`src/rtl/unidade_controle_jogo_pkg.sv`:
```
// ----------------------------------------------------------------------------
// jogo_pkg
// Shared definitions for the ultimate tic-tac-toe control unit.
//  - STATE_W      : width of the state register and of db_estado
//  - estado_t     : state codes E_INICIAL..E_FIM (code 15 is unused)
//  - controles_t  : bundle of every Moore output driven towards fluxo_dados
// ----------------------------------------------------------------------------
package jogo_pkg;

    localparam int STATE_W = 4;

    typedef enum logic [STATE_W-1:0] {
        E_INICIAL      = 4'd0,
        E_PREPARA      = 4'd1,
        E_ESPERA_MACRO = 4'd2,
        E_REG_MACRO    = 4'd3,
        E_VAL_MACRO    = 4'd4,
        E_ESPERA_MICRO = 4'd5,
        E_REG_MICRO    = 4'd6,
        E_VAL_MICRO    = 4'd7,
        E_ESCREVE      = 4'd8,
        E_AGUARDA      = 4'd9,
        E_ESCREVE_EST  = 4'd10,
        E_VERIFICA     = 4'd11,
        E_TROCA        = 4'd12,
        E_VAL_PROX     = 4'd13,
        E_FIM          = 4'd14
    } estado_t;

    // Field order here is the order the outputs are listed for the datapath.
    typedef struct packed {
        logic zeraEdge;
        logic zeraR_micro;
        logic zeraR_macro;
        logic zeraFlipFlopT;
        logic zeraT;
        logic registraR_micro;
        logic registraR_macro;
        logic sinal_macro;
        logic sinal_valida_macro;
        logic we_board;
        logic we_board_state;
        logic troca_jogador;
        logic contaT;
        logic pronto;
    } controles_t;

endpackage

```
`src/rtl/unidade_controle_jogo_if.sv`:
```
// ----------------------------------------------------------------------------
// unidade_controle_jogo_if
// Groups the status lines coming from fluxo_dados and the control lines going
// back to it.
//  master : control unit side (reads status, drives controls and db_estado)
//  slave  : datapath side (drives status, reads controls and db_estado)
// Status  : iniciar, tem_jogada, macro_vencida, micro_jogada, fim_jogo, fimT
// Control : zera*, registraR_*, sinal_*, we_board*, troca_jogador, contaT,
//           pronto, db_estado
// ----------------------------------------------------------------------------
interface unidade_controle_jogo_if;
    import jogo_pkg::*;

    logic               iniciar;
    logic               tem_jogada;
    logic               macro_vencida;
    logic               micro_jogada;
    logic               fim_jogo;
    logic               fimT;

    logic               zeraEdge;
    logic               zeraR_micro;
    logic               zeraR_macro;
    logic               zeraFlipFlopT;
    logic               zeraT;
    logic               registraR_micro;
    logic               registraR_macro;
    logic               sinal_macro;
    logic               sinal_valida_macro;
    logic               we_board;
    logic               we_board_state;
    logic               troca_jogador;
    logic               contaT;
    logic               pronto;
    logic [STATE_W-1:0] db_estado;

    modport master (
        input  iniciar, tem_jogada, macro_vencida, micro_jogada, fim_jogo, fimT,
        output zeraEdge, zeraR_micro, zeraR_macro, zeraFlipFlopT, zeraT,
        output registraR_micro, registraR_macro, sinal_macro, sinal_valida_macro,
        output we_board, we_board_state, troca_jogador, contaT, pronto, db_estado
    );

    modport slave (
        output iniciar, tem_jogada, macro_vencida, micro_jogada, fim_jogo, fimT,
        input  zeraEdge, zeraR_micro, zeraR_macro, zeraFlipFlopT, zeraT,
        input  registraR_micro, registraR_macro, sinal_macro, sinal_valida_macro,
        input  we_board, we_board_state, troca_jogador, contaT, pronto, db_estado
    );

endinterface

```
`src/rtl/unidade_controle_jogo_saidas.sv`:
```
// ----------------------------------------------------------------------------
// unidade_controle_saidas
// Pure combinational decoder from the current state to the Moore outputs.
//  estado : current state of the control unit (in)
//  saidas : every control output for that state (out)
// ----------------------------------------------------------------------------
module unidade_controle_saidas
    import jogo_pkg::*;
(
    input  estado_t    estado,
    output controles_t saidas
);

    // Everything defaults to 0, each state then raises only its own lines.
    // INICIAL and any unused code fall through with all outputs low.
    always_comb begin
        saidas = '0;
        case (estado)
            E_PREPARA: begin
                saidas.zeraEdge      = 1'b1;
                saidas.zeraR_micro   = 1'b1;
                saidas.zeraR_macro   = 1'b1;
                saidas.zeraFlipFlopT = 1'b1;
                saidas.zeraT         = 1'b1;
            end
            E_ESPERA_MACRO: begin
                saidas.sinal_macro        = 1'b1;
                saidas.sinal_valida_macro = 1'b1;
            end
            E_REG_MACRO: begin
                saidas.sinal_macro        = 1'b1;
                saidas.registraR_macro    = 1'b1;
                saidas.sinal_valida_macro = 1'b1;
            end
            E_VAL_MACRO: begin
                saidas.sinal_valida_macro = 1'b1;
            end
            E_REG_MICRO: begin
                saidas.registraR_micro = 1'b1;
            end
            E_ESCREVE: begin
                saidas.we_board = 1'b1;
                saidas.zeraT    = 1'b1;
            end
            E_AGUARDA: begin
                saidas.contaT = 1'b1;
            end
            E_ESCREVE_EST: begin
                saidas.we_board_state = 1'b1;
            end
            // sinal_macro stays low so the macro register loads the last
            // micro position: the next play is forced into that macro cell.
            E_TROCA: begin
                saidas.troca_jogador   = 1'b1;
                saidas.registraR_macro = 1'b1;
            end
            E_VAL_PROX: begin
                saidas.sinal_valida_macro = 1'b1;
            end
            E_FIM: begin
                saidas.pronto = 1'b1;
            end
            default: begin
                saidas = '0;
            end
        endcase
    end

endmodule

```
`src/rtl/unidade_controle_jogo.sv`:
```
// ----------------------------------------------------------------------------
// unidade_controle_jogo
// Moore control unit sequencing the ultimate tic-tac-toe datapath: reads the
// macro choice, then the micro choice, validates both, writes the board,
// waits for the settle timer, writes the board state, checks for end of game
// and hands the turn to the other player.
//  clock : system clock, all state changes on the rising edge
//  reset : synchronous, active-low; forces INICIAL
//  bus   : master side of unidade_controle_jogo_if (status in, controls out)
// ----------------------------------------------------------------------------
module unidade_controle_jogo
    import jogo_pkg::*;
(
    input  logic                    clock,
    input  logic                    reset,
    unidade_controle_jogo_if.master bus
);

    estado_t    estado;
    estado_t    proximo;
    controles_t saidas;

    // State register; a low reset wins over any pending transition so an
    // in-flight move is abandoned before any further datapath write.
    always_ff @(posedge clock) begin
        if (!reset) begin
            estado <= E_INICIAL;
        end else begin
            estado <= proximo;
        end
    end

    // Next-state logic. tem_jogada only matters in the two wait states and
    // iniciar only in INICIAL/FIM, so presses elsewhere are simply dropped.
    // Rejected macro/micro choices go back to their wait state with the same
    // player still on turn.
    always_comb begin
        proximo = estado;
        case (estado)
            E_INICIAL:      if (bus.iniciar)    proximo = E_PREPARA;
            E_PREPARA:                          proximo = E_ESPERA_MACRO;
            E_ESPERA_MACRO: if (bus.tem_jogada) proximo = E_REG_MACRO;
            E_REG_MACRO:                        proximo = E_VAL_MACRO;
            E_VAL_MACRO:    proximo = bus.macro_vencida ? E_ESPERA_MACRO : E_ESPERA_MICRO;
            E_ESPERA_MICRO: if (bus.tem_jogada) proximo = E_REG_MICRO;
            E_REG_MICRO:                        proximo = E_VAL_MICRO;
            E_VAL_MICRO:    proximo = bus.micro_jogada ? E_ESPERA_MICRO : E_ESCREVE;
            E_ESCREVE:                          proximo = E_AGUARDA;
            E_AGUARDA:      if (bus.fimT)       proximo = E_ESCREVE_EST;
            E_ESCREVE_EST:                      proximo = E_VERIFICA;
            E_VERIFICA:     proximo = bus.fim_jogo ? E_FIM : E_TROCA;
            E_TROCA:                            proximo = E_VAL_PROX;
            E_VAL_PROX:     proximo = bus.macro_vencida ? E_ESPERA_MACRO : E_ESPERA_MICRO;
            E_FIM:          if (bus.iniciar)    proximo = E_PREPARA;
            default:                            proximo = E_INICIAL;
        endcase
    end

    unidade_controle_saidas u_saidas (
        .estado (estado),
        .saidas (saidas)
    );

    assign bus.zeraEdge           = saidas.zeraEdge;
    assign bus.zeraR_micro        = saidas.zeraR_micro;
    assign bus.zeraR_macro        = saidas.zeraR_macro;
    assign bus.zeraFlipFlopT      = saidas.zeraFlipFlopT;
    assign bus.zeraT              = saidas.zeraT;
    assign bus.registraR_micro    = saidas.registraR_micro;
    assign bus.registraR_macro    = saidas.registraR_macro;
    assign bus.sinal_macro        = saidas.sinal_macro;
    assign bus.sinal_valida_macro = saidas.sinal_valida_macro;
    assign bus.we_board           = saidas.we_board;
    assign bus.we_board_state     = saidas.we_board_state;
    assign bus.troca_jogador      = saidas.troca_jogador;
    assign bus.contaT             = saidas.contaT;
    assign bus.pronto             = saidas.pronto;
    assign bus.db_estado          = estado;

endmodule
```
`src/flat_wrapper.sv`:
```
// flat-port wrapper written by rule: the top's interface ports become plain ports
module unidade_controle_jogo_flat import jogo_pkg::*;
  (clock, reset, bus_iniciar, bus_tem_jogada, bus_macro_vencida, bus_micro_jogada, bus_fim_jogo, bus_fimT, bus_zeraEdge, bus_zeraR_micro, bus_zeraR_macro, bus_zeraFlipFlopT, bus_zeraT, bus_registraR_micro, bus_registraR_macro, bus_sinal_macro, bus_sinal_valida_macro, bus_we_board, bus_we_board_state, bus_troca_jogador, bus_contaT, bus_pronto, bus_db_estado);
  unidade_controle_jogo_if bus_i ();
  input  logic clock;
  input  logic reset;
  input wire logic [$bits(bus_i.iniciar)-1:0] bus_iniciar;
  input wire logic [$bits(bus_i.tem_jogada)-1:0] bus_tem_jogada;
  input wire logic [$bits(bus_i.macro_vencida)-1:0] bus_macro_vencida;
  input wire logic [$bits(bus_i.micro_jogada)-1:0] bus_micro_jogada;
  input wire logic [$bits(bus_i.fim_jogo)-1:0] bus_fim_jogo;
  input wire logic [$bits(bus_i.fimT)-1:0] bus_fimT;
  output wire logic [$bits(bus_i.zeraEdge)-1:0] bus_zeraEdge;
  output wire logic [$bits(bus_i.zeraR_micro)-1:0] bus_zeraR_micro;
  output wire logic [$bits(bus_i.zeraR_macro)-1:0] bus_zeraR_macro;
  output wire logic [$bits(bus_i.zeraFlipFlopT)-1:0] bus_zeraFlipFlopT;
  output wire logic [$bits(bus_i.zeraT)-1:0] bus_zeraT;
  output wire logic [$bits(bus_i.registraR_micro)-1:0] bus_registraR_micro;
  output wire logic [$bits(bus_i.registraR_macro)-1:0] bus_registraR_macro;
  output wire logic [$bits(bus_i.sinal_macro)-1:0] bus_sinal_macro;
  output wire logic [$bits(bus_i.sinal_valida_macro)-1:0] bus_sinal_valida_macro;
  output wire logic [$bits(bus_i.we_board)-1:0] bus_we_board;
  output wire logic [$bits(bus_i.we_board_state)-1:0] bus_we_board_state;
  output wire logic [$bits(bus_i.troca_jogador)-1:0] bus_troca_jogador;
  output wire logic [$bits(bus_i.contaT)-1:0] bus_contaT;
  output wire logic [$bits(bus_i.pronto)-1:0] bus_pronto;
  output wire logic [$bits(bus_i.db_estado)-1:0] bus_db_estado;
  assign bus_i.iniciar = bus_iniciar;
  assign bus_i.tem_jogada = bus_tem_jogada;
  assign bus_i.macro_vencida = bus_macro_vencida;
  assign bus_i.micro_jogada = bus_micro_jogada;
  assign bus_i.fim_jogo = bus_fim_jogo;
  assign bus_i.fimT = bus_fimT;
  assign bus_zeraEdge = bus_i.zeraEdge;
  assign bus_zeraR_micro = bus_i.zeraR_micro;
  assign bus_zeraR_macro = bus_i.zeraR_macro;
  assign bus_zeraFlipFlopT = bus_i.zeraFlipFlopT;
  assign bus_zeraT = bus_i.zeraT;
  assign bus_registraR_micro = bus_i.registraR_micro;
  assign bus_registraR_macro = bus_i.registraR_macro;
  assign bus_sinal_macro = bus_i.sinal_macro;
  assign bus_sinal_valida_macro = bus_i.sinal_valida_macro;
  assign bus_we_board = bus_i.we_board;
  assign bus_we_board_state = bus_i.we_board_state;
  assign bus_troca_jogador = bus_i.troca_jogador;
  assign bus_contaT = bus_i.contaT;
  assign bus_pronto = bus_i.pronto;
  assign bus_db_estado = bus_i.db_estado;
  unidade_controle_jogo u_core (.clock(clock), .reset(reset), .bus(bus_i));
endmodule
```
`config.mk`:
```
export PLATFORM = sky130hd
export DESIGN_NAME = unidade_controle_jogo_flat
export DESIGN_NICKNAME = d
export VERILOG_FILES = /design/src/rtl/unidade_controle_jogo_pkg.sv /design/src/rtl/unidade_controle_jogo_if.sv /design/src/rtl/unidade_controle_jogo_saidas.sv /design/src/rtl/unidade_controle_jogo.sv /design/src/flat_wrapper.sv
export SDC_FILE = /design/constraint.sdc
export NUM_CORES = 1
export LEC_CHECK = 0
export ABC_AREA = 1
export CAP_MARGIN = 20
export CORE_MARGIN = 1
export CORE_UTILIZATION = 30
export DETAILED_ROUTE_END_ITERATION = 10
export GPL_ROUTABILITY_DRIVEN = 0
export PLACE_DENSITY_LB_ADDON = 0.08
export SETUP_SLACK_MARGIN = 0.3
export SKIP_CTS_REPAIR_TIMING = 1
export SLEW_MARGIN = 25
export SYNTH_ARGS = -nofsm -noshare
export SYNTH_HDL_FRONTEND = slang
export SYNTH_SLANG_ARGS = --single-unit
```
`constraint.sdc`:
```
create_clock -name clock -period 1.3 [get_ports clock]
set_input_delay 0.26 -clock clock [delete_from_list [all_inputs] [get_ports clock]]
set_output_delay 0.26 -clock clock [all_outputs]
set_load 0.01 [all_outputs]
```
PDN straps and rails:
Scale bar: 10 µm. Pins as bars on the die edge. Tap cells in gray.
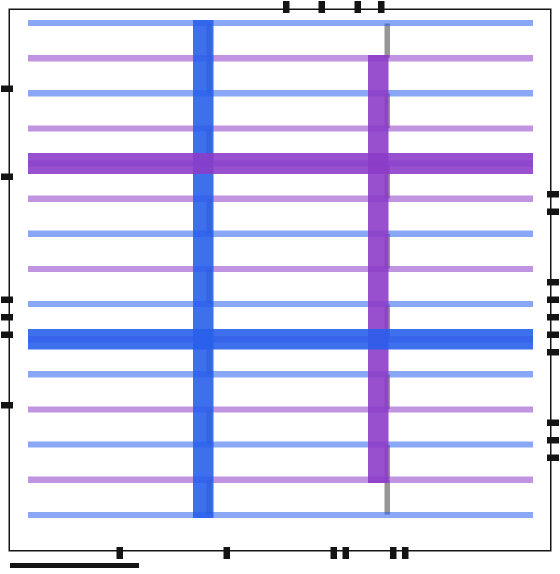
| color | net |
|---|---|
| blue | VSS |
| purple | VDD |
rows: 14
met1 rails: 15
met5 straps: 2
signal pins: 26
met4 straps: 2

Placement by cell class:
Scale bar: 10 µm.
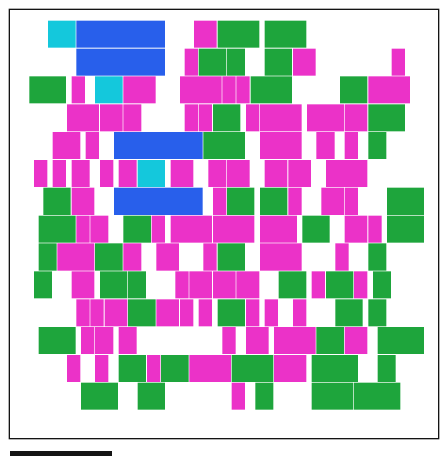
| color | class | cells | share of their area |
|---|---|---|---|
| green | other buffers and delay cells | 47 | 39% |
| blue | flip-flops | 4 | 9.6% |
| cyan | cells driving clock nets | 3 | 2.3% |
| magenta | all other logic | 83 | 49% |

Routed clock nets over the placement:
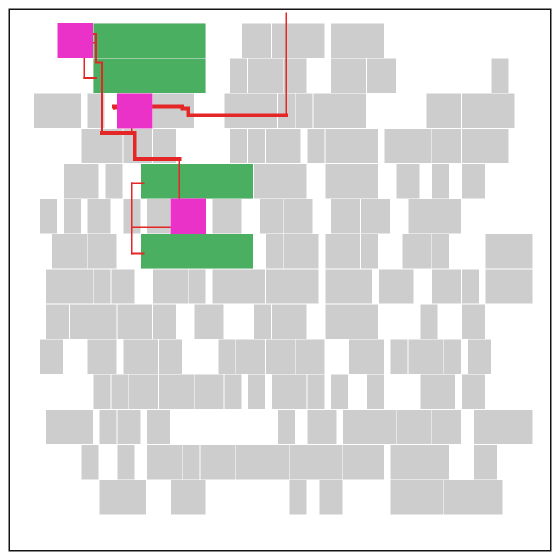
[green] flip-flops | count: 4
[magenta] cells driving clock nets | count: 3
[red] clock wires | length: 63.4 µm
routed clock nets: 4

==> job_summary.md <==
## Implementation flow summary

| Metric | Value |
|---|---|
| Status | `finished with violations` |
| Failing checks | `negative setup slack` |
| Area leader, netlist | `nand2_1` |
| Site row count | `14` |
| Worst Tran Pin Value | `0.225 ns` |
| Final Max-Slew Violation Tally | `0` |
| Synth Seq Share | `0.168` |
| Number of diodes | `0` |
| Switching share of power | `0.442` |
| DRT Wirelength | `1.44 mm` |
| Setup CP Type | `reg -> out` |
| Top-area cell share | `0.213` |
| WL/cell | `9.42 µm` |
| Startpoint class of the critical path | `flop` |
| Share of layout cells above drive strength 1 | `0.635` |
| TritonRoute pass-1 iters | `4` |
| Slowest cell on the critical path | `dfxtp_4` |
| Total Power | `1400 µW` |
| Core ar. | `0.00149 mm²` |
| Layout Nets | `147` |
| Filler cell count | `147` |
| Crit. End Element | `primary output` |
| Sw power | `619 µW` |
| I/O pin count | `26` |
| PwrDens | `1390 mW/mm²` |
| Critical Path RT | `1.04 ns` |
| TNS Setup | `-1.12 ns` |
| RSZ-0062 raised after global routing | `yes` |
| # DRC | `0` |
| Pre-CTS setup slack | `-0.303 ns` |
| Met3 GRT Util | `0.0522` |
| Logic gate share of total power | `0.724` |
| Synth warn | `0` |
| Max reg flops | `4` |
| Synth top area cells | `nand2_1 21%, dfxtp_1 17%, inv_1 13%` |
| Clk sinks | `4` |
| I/O Buffers | `25` |
| Longest Clk Path Bufs | `2` |
| GRT overflow | `0` |
| Post-DRT Antenna Nets | `0` |
| Final hold violation count | `0` |
| Clk pwr share | `0.106` |
| Yosys Chip Area | `475 µm²` |
| Initial Util | `0.319` |
| Worst setup margin | `-0.136 ns` |
| Sequential share of power | `0.170` |
| Int Power | `780 µW` |
| Most common cell after layout, fill and taps aside | `buf_4` |
| CP arrival | `1.18 ns` |
| Flops & latches, synth | `4` |
| Leakage | `0.000600 µW` |
| Number of setup violations in the final report | `18` |
| Fmax | `696 MHz` |
| Gr busiest metal | `met2` |
| Tmin final | `1.44 ns` |
| Crit-path max cell delay | `0.37 ns` |
| Chip width | `41.8 µm` |
| Yosys cell count | `90` |
| Cell area after synthesis | `475 µm²` |
| Vias | `678` |
| Reg clk slew, reported paths | `0.04 ns` |
| Max VDD drop | `0.756 mV` |
| Initial antenna violation count | `0` |
| Final period util | `1.10` |
| CP top delay family | `flip-flops` |
| Met2 Use GR | `0.297` |
Yosys cell counts (all sizes together):
master / n
dfxtp: 4
nor2: 13
o21ai: 1
nand2: 33
buf: 3
clkinv: 1
nand3b: 1
inv: 20
nor3: 2
nand3: 6
a21oi: 4
nand4: 1
or2: 1
worst min-delay path, stage by stage (launching register included):
cell and delay [ns]:
dfxtp_4 0.37, nand2_1 0.07, a21oi_1 0.05
power groups by stage:
stage               Combinational (µW)  Sequential [µW]  Clock (µW)
CTS                               1020              217         151
global placement                  1010              215           0
detailed placement                1010              219           0
global route                      1110              246         158
floorplan                          527              240           0
finish                            1010              238         148
cell families after synthesis:
family	Yosys count	share of synthesized area
DFF	4	0.168
and+or+nand+nor	57	0.563
buffers and inverters	24	0.216
AOI/OAI and AO/OA	5	0.0526
per-layer routing:
layer / up-vias / share of wire
li1: 363 / -
met1: 294 / 0.43
met2: 21 / 0.50
met3: 0 / 0.067
met4: 0 / 0
met5: - / 0
area by class of cell:
class,instances,area [µm²],share of cell area
multi-input cells,62,398,0.396
inverters,21,87.6,0.0871
flip-flops and latches,4,95.1,0.0945
well taps,16,20.0,0.0199
repair buffers,47,383,0.381
clock buffers,3,22.5,0.0224
final timing paths:
path | end | startpoint | depth (start not counted)
hold / removal | u_core.bus.db_estado[1]$_SDFFE_PN0P_ | u_core.bus.db_estado[1]$_SDFFE_PN0P_ | 2
hold reg to reg | u_core.bus.db_estado[1]$_SDFFE_PN0P_ | u_core.bus.db_estado[1]$_SDFFE_PN0P_ | 2
setup reg to reg | u_core.bus.db_estado[2]$_SDFFE_PN0P_ | u_core.bus.db_estado[0]$_SDFFE_PN0P_ | 9
setup / recovery | bus_zeraT | u_core.bus.db_estado[3]$_SDFFE_PN0P_ | 6
metrics by stage:
| stage | utilization | cells | area, µm² |
|---|---|---|---|
| after CTS | 0.652 | 153 | 971 |
| after global routing | 0.676 | 153 | 1010 |
| after detailed placement | 0.637 | 150 | 948 |
| after global placement | 0.637 | 150 | 948 |
| final | 0.676 | 153 | 1010 |
| after floorplan | - | 90 | 536 |
Power is estimated from default activity; no workload was simulated.
